## src/rtl/key_debounce_array.sv

```systemverilog
// key_debounce_array: N independent key channels, each synchronised and
// debounced, producing a stable level and press/release/long/repeat pulses.
module key_debounce_array #(
    parameter int N_CH          = 4,
    parameter int ACTIVE_LOW    = 1,
    parameter int STABLE_CYCLES = 250000,
    parameter int LONG_CYCLES   = 25000000,
    parameter int REPEAT_EN     = 1,
    parameter int REPEAT_CYCLES = 5000000
) (
    input  logic            i_clk,
    input  logic            i_rst,
    input  logic [N_CH-1:0] i_keys,
    output logic [N_CH-1:0] o_level,
    output logic [N_CH-1:0] o_press,
    output logic [N_CH-1:0] o_release,
    output logic [N_CH-1:0] o_long,
    output logic [N_CH-1:0] o_repeat,
    output logic            o_any_press
);

    localparam int CNT_W  = $clog2(STABLE_CYCLES);
    localparam int HOLD_W = $clog2(LONG_CYCLES + 1);
    localparam int REP_W  = $clog2(REPEAT_CYCLES + 1);

    localparam logic [CNT_W-1:0]  CNT_LAST  = CNT_W'(STABLE_CYCLES - 1);
    localparam logic [HOLD_W-1:0] HOLD_LAST = HOLD_W'(LONG_CYCLES - 1);
    localparam logic [HOLD_W-1:0] HOLD_MAX  = HOLD_W'(LONG_CYCLES);
    localparam logic [REP_W-1:0]  REP_LAST  = REP_W'(REPEAT_CYCLES - 1);

    localparam logic INACT = (ACTIVE_LOW != 0);

    localparam logic [1:0] S_REL  = 2'd0;
    localparam logic [1:0] S_PW   = 2'd1;
    localparam logic [1:0] S_HELD = 2'd2;
    localparam logic [1:0] S_RW   = 2'd3;

    logic [N_CH-1:0] sync1_q;
    logic [N_CH-1:0] sync2_q;
    logic [N_CH-1:0] act;

    // Two-flop synchroniser, idling at the released pin level
    always_ff @(posedge i_clk) begin
        if (i_rst) begin
            sync1_q <= {N_CH{INACT}};
            sync2_q <= {N_CH{INACT}};
        end else begin
            sync1_q <= i_keys;
            sync2_q <= sync1_q;
        end
    end

    assign act = (ACTIVE_LOW != 0) ? ~sync2_q : sync2_q;

    for (genvar g = 0; g < N_CH; g++) begin : g_ch
        logic [1:0]        st_q, st_d;
        logic [CNT_W-1:0]  cnt_q, cnt_d;
        logic [HOLD_W-1:0] hold_q, hold_d;
        logic [REP_W-1:0]  rep_q, rep_d;
        logic              done_q, done_d;
        logic              lvl_q, lvl_d;
        logic              press_q, press_d;
        logic              rel_q, rel_d;
        logic              long_q, long_d;
        logic              rpt_q, rpt_d;

        // Debounce FSM plus hold timer; timer is frozen outside HELD
        always_comb begin
            st_d    = st_q;
            cnt_d   = cnt_q;
            hold_d  = hold_q;
            rep_d   = rep_q;
            done_d  = done_q;
            lvl_d   = lvl_q;
            press_d = 1'b0;
            rel_d   = 1'b0;
            long_d  = 1'b0;
            rpt_d   = 1'b0;
            unique case (st_q)
                S_REL: begin
                    if (act[g]) begin
                        st_d  = S_PW;
                        cnt_d = '0;
                    end
                end
                S_PW: begin
                    if (!act[g]) begin
                        st_d = S_REL;
                    end else if (cnt_q == CNT_LAST) begin
                        st_d    = S_HELD;
                        press_d = 1'b1;
                        lvl_d   = 1'b1;
                        hold_d  = '0;
                        rep_d   = '0;
                        done_d  = 1'b0;
                    end else begin
                        cnt_d = cnt_q + CNT_W'(1);
                    end
                end
                S_HELD: begin
                    if (!act[g]) begin
                        st_d  = S_RW;
                        cnt_d = '0;
                    end else begin
                        if (hold_q != HOLD_MAX) begin
                            hold_d = hold_q + HOLD_W'(1);
                        end
                        if (!done_q) begin
                            if (hold_q == HOLD_LAST) begin
                                long_d = 1'b1;
                                done_d = 1'b1;
                            end
                        end else if (REPEAT_EN != 0) begin
                            if (rep_q == REP_LAST) begin
                                rpt_d = 1'b1;
                                rep_d = '0;
                            end else begin
                                rep_d = rep_q + REP_W'(1);
                            end
                        end
                    end
                end
                S_RW: begin
                    if (act[g]) begin
                        st_d = S_HELD;
                    end else if (cnt_q == CNT_LAST) begin
                        st_d  = S_REL;
                        rel_d = 1'b1;
                        lvl_d = 1'b0;
                    end else begin
                        cnt_d = cnt_q + CNT_W'(1);
                    end
                end
                default: begin
                    st_d = S_REL;
                end
            endcase
        end

        // Channel state and registered output pulses
        always_ff @(posedge i_clk) begin
            if (i_rst) begin
                st_q    <= S_REL;
                cnt_q   <= '0;
                hold_q  <= '0;
                rep_q   <= '0;
                done_q  <= 1'b0;
                lvl_q   <= 1'b0;
                press_q <= 1'b0;
                rel_q   <= 1'b0;
                long_q  <= 1'b0;
                rpt_q   <= 1'b0;
            end else begin
                st_q    <= st_d;
                cnt_q   <= cnt_d;
                hold_q  <= hold_d;
                rep_q   <= rep_d;
                done_q  <= done_d;
                lvl_q   <= lvl_d;
                press_q <= press_d;
                rel_q   <= rel_d;
                long_q  <= long_d;
                rpt_q   <= rpt_d;
            end
        end

        assign o_level[g]   = lvl_q;
        assign o_press[g]   = press_q;
        assign o_release[g] = rel_q;
        assign o_long[g]    = long_q;
        assign o_repeat[g]  = rpt_q;
    end

    assign o_any_press = |o_press;

endmodule
```

## config.mk

```make
export PLATFORM = sky130hd
export DESIGN_NAME = key_debounce_array
export DESIGN_NICKNAME = d
export VERILOG_FILES = /design/src/rtl/key_debounce_array.sv
export SDC_FILE = /design/constraint.sdc
export NUM_CORES = 1
export LEC_CHECK = 0
export ABC_AREA = 0
export CORE_ASPECT_RATIO = 1.75
export CORE_MARGIN = 10
export CORE_UTILIZATION = 60
export DETAILED_ROUTE_END_ITERATION = 7
export PLACE_DENSITY = 0.76
export SLEW_MARGIN = 20
export SYNTH_ARGS = -nofsm -noshare
export SYNTH_HDL_FRONTEND = slang
export SYNTH_SLANG_ARGS = --single-unit
```

## constraint.sdc

```tcl
create_clock -name i_clk -period 3.07 [get_ports i_clk]
set_clock_uncertainty 0.1 [all_clocks]
set_input_delay 0.307 -clock i_clk [delete_from_list [all_inputs] [get_ports i_clk]]
set_output_delay 0.307 -clock i_clk [all_outputs]
set_load 0.005 [all_outputs]
```

congestion_map.png
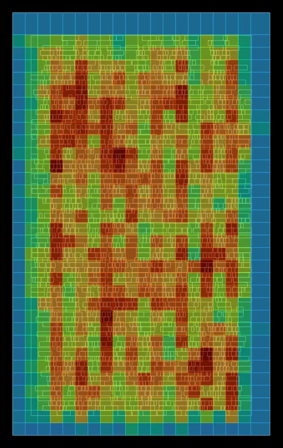
DR WL/cell: 16.7 um
GRT met2 Usage: 0.423
gr usage total: 0.225
Core Util, Final: 0.678

ff_map.png
Scale: 1.5 px per um. Other sequential cells in the stronger grey, the rest of the logic in the fainter grey.
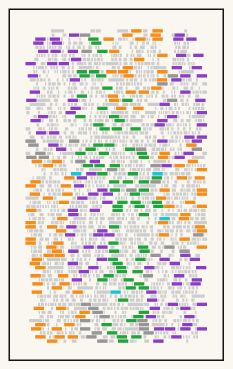
Key: orange = `g_ch.rep_q` [placed flops 92, where widely spread]; cyan = `g_ch.press_q` [placed flops 4]; green = `g_ch.cnt_q` [placed flops 72, where a vertical strip down the middle]; purple = `g_ch.hold_q` [placed flops 100, where widely spread]
Another 36 sequential cells are not coloured.

==> impl_metrics.toml <==
# generated from flow reports
[power]
swShare = 0.210
powerDensity_nw_per_um2 = 483
p_sw_uw = 1750
comb-power_uw = 160
maxPowerGroup = "the clock network"
power.share.sequential = 0.476
peakVddDrop_uv = 667
p_leak_uw = 0.00573
combPwrFrac = 0.019
pg_seq_uw = 3960
p_clk_frac = 0.505
p_int_uw = 6580
clock_net_power_uw = 4210

[critical_path]
timing.rr.start = "g_ch[3].hold_q[8]$_SDFFE_PP0P_"
cp.arrival_ns = 3.22
r2r-end = "g_ch[3].hold_q[8]$_SDFFE_PP0P_"
critPathLaunch = "g_ch[3].hold_q[8]$_SDFFE_PP0P_"
ff2ff_setup_slack_ns = 0.22
reg2reg_depth = 6
crit_path_max_fanout = 12
endpoint = "g_ch[3].hold_q[8]$_SDFFE_PP0P_"
cp-end-kind = "flop"
cp.required_ns = 3.44
crit_type = "flop to flop"
startpoint_type = "flop"

[synth]
synth_area_um2 = 15500
ys_seq_frac = 0.392
syn_avg_cell_area_um2 = 7.99
synthAdderAreaFrac = 0.0129
fp_nets = 1967
synth-simple-area-share = 0.317
synthArstFlopShare = 0
ys_sh_xor = 0.0490
synth_cell_types = 77
top_cell_area_share = 0.392
synthAoiAreaFrac = 0.188
largest_area_cell = "dfxtp_1"
syn_inst = 1945
ys_sh_mux = 0.00483
edf_count = 0
yosys_warnings = 0
ys_cells = 1945
topCellsByArea = "dfxtp_1, nor2_1, o21ai_0, a21oi_1, nand2_1"
ff_type = "dfxtp_1"
ys_chip_area_um2 = 15500
logic_family = "simple AND/OR/NAND/NOR gates"
ys.flops = 304

[clock_tree]
clock_sinks = 304
max-clock-path-buffers = 3
insertion_delay_ns = 0.57
clk_pin_slew_worst_paths_ns = 0.07
post_cts.repair.setup_buffers = 0
cts_made_buffers = 30
ctsRootBufferMaster = "clkbuf_16"
cts_max_level = 1
cts_tree = "done"

[timing]
slew_headroom = 0.352
min_period_over_period = 0.928
hold_viol = 0
setup_tns_ns = 0
period_needed_ns = 2.85
slew_viol_final = 0
fmax_ghz = 0.351
max_slew.worst_pin.slew_ns = 0.971
setup_viol = 0
rsz0062_at_grt = "false"

[global_route]
overflow = 0
grt_pass1_wl_um = 65300
first_global_vias = 14081
grt_max_degree = 38
grt_antenna_before_repair = 0

[die]
initCoreUtil = 0.611
fp.dieH_um = 233
core_area_um2 = 25400
rows = 77
die_area_um2 = 33000
die_x_um = 142
io-pin-count = 27

[detailed_routing]
ant_nets = 0
dr_total_vias = 14595
drt_iter0_drc = 921
drc = 0
postRouteWirelength_um = 38200
vias_per_cell = 6.37
first_pass_iters = 7

[min_path]
min_path_type = "input port to flop"

[flow_run]
max-cap-violations = 0
tool_warnings = 30

[outcome]
status = "completed"

[final_layout]
fill_cells = 2216
drive_gt1_frac = 0.0693
layout.nets = 1975
syn_to_final_growth_pct = 11.0
diodes = 0

[place]
io_buffers = 26
gp_congestion = 0.928
dp.final_hpwl_um = 26900
closeup.png
Window x 58 to 83, y 57 to 82 um. Cells in grey, sequential cells in the stronger grey; small squares are vias.
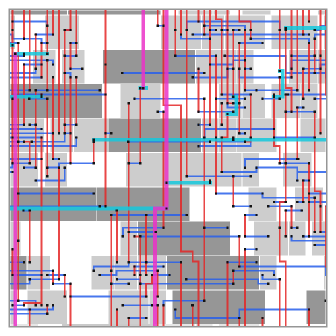
Key: cyan = M3; red = M2; blue = M1; magenta = M4
49 logic cells have their middle in the window. Sequential cells in the window: 8. Most frequent: dfxtp_1 (8), a21oi_1 (6), nor2_1 (5). Netlist names of flops here include `g_ch.cnt_q` (6), `g_ch.hold_q` (2).

## flip-flops by register name, indices dropped and copies added, names as in the netlist, named ones only
register      cells
g_ch.rpt_q        4
g_ch.done_q       4
g_ch.rel_q        4
g_ch.lvl_q        4
sync1_q           4
sync2_q           4
g_ch.st_q         4
g_ch.long_q       4
g_ch.cnt_q       72
g_ch.rep_q       92
g_ch.hold_q     100
g_ch.press_q      4
## worst min-delay path by stage
stage | startpoint | end | cells past startpoint
floorplan | sync1_q[0]$_SDFF_PP1_ | sync2_q[0]$_SDFF_PP1_ | 1
global placement | sync1_q[2]$_SDFF_PP1_ | sync2_q[2]$_SDFF_PP1_ | 1
detailed placement | sync1_q[0]$_SDFF_PP1_ | sync2_q[0]$_SDFF_PP1_ | 1
CTS | i_keys[1] | sync1_q[1]$_SDFF_PP1_ | 2
global route | i_keys[1] | sync1_q[1]$_SDFF_PP1_ | 2
finish | i_keys[1] | sync1_q[1]$_SDFF_PP1_ | 2
## Yosys cell counts, drive strengths merged, types with 13 or more instances
master and number:
nor3 61, and2 26, or3 24, and3 56, and4 24, o31ai 21
nand2b 15, a21oi 125, xor2 49, nor4 36, nor4bb 13, o21ai 145
nor2b 13, inv 28, a31oi 37, nand2 161, xnor2 38, clkbuf 64
buf 35, dfxtp 304, nand3 117, ha 16, o2111ai 15, nand4 60
nor2 243, or4 23, o211ai 19
## layout by cell type, fill, tap and decap left out, types with 56 or more instances in the layout
cell type	instances
nand3_1	117
nor2_1	240
nor3_1	59
nand2_1	161
dfxtp_1	304
a21oi_1	125
nand4_1	59
and3_1	56
o21ai_0	142
## kinds of logic after synthesis
| family | after synthesis |
|---|---|
| buf+inv | 127 |
| mux | 7 |
| compound gates | 469 |
| flops | 304 |
| xor+xnor | 87 |
| simple gates | 935 |
| fa+ha+maj | 16 |
## what timing repair did
action,in CTS,in global routing
endpoints found under the hold margin,1,0
setup endpoints to repair,0,1
hold buffers,1,0
gates resized,0,1
## cell type report
type                    count  area [um2]  share of cell area
flip-flops and latches    304        6090               0.353
multi-input cells        1514        8890               0.515
inverters                  28         105             0.00609
well taps                 316         395              0.0229
repair buffers             75         628              0.0364
clock buffers              40         870              0.0504
clock inverters            15         273              0.0158
## routing by layer
metal,track usage,share of wire
met1,0.246,0.40
met2,0.423,0.53
met3,0.0269,0.041
met4,0.0955,0.031
met5,0,0
## metrics by stage
step | total power, uW | setup slack [ns] | instances | area [um2] | hold WS [ns]
2_1_floorplan | 4150 | 0.612 | 1945 | 15500 | 0.289
3_3_place_gp | 4210 | 0.338 | 2236 | 16100 | 0.295
3_5_place_dp | 4210 | 0.193 | 2236 | 16100 | 0.296
4_1_cts | 8420 | 0.149 | 2292 | 17200 | 0.172
5_1_grt | 8580 | 0.0896 | 2292 | 17200 | 0.179
6_report | 8330 | 0.223 | 2292 | 17200 | 0.195
## worst max-delay path, cell delays in order, from the launching register on
cell	delay, ns
dfxtp_1	0.34
or4b_2	0.68
nor4_1	0.51
nand3_1	0.34
nand2_1	0.45
nor3_1	0.10
a31o_2	0.22
No activity file was given, so power comes from the tool's default toggle rates.
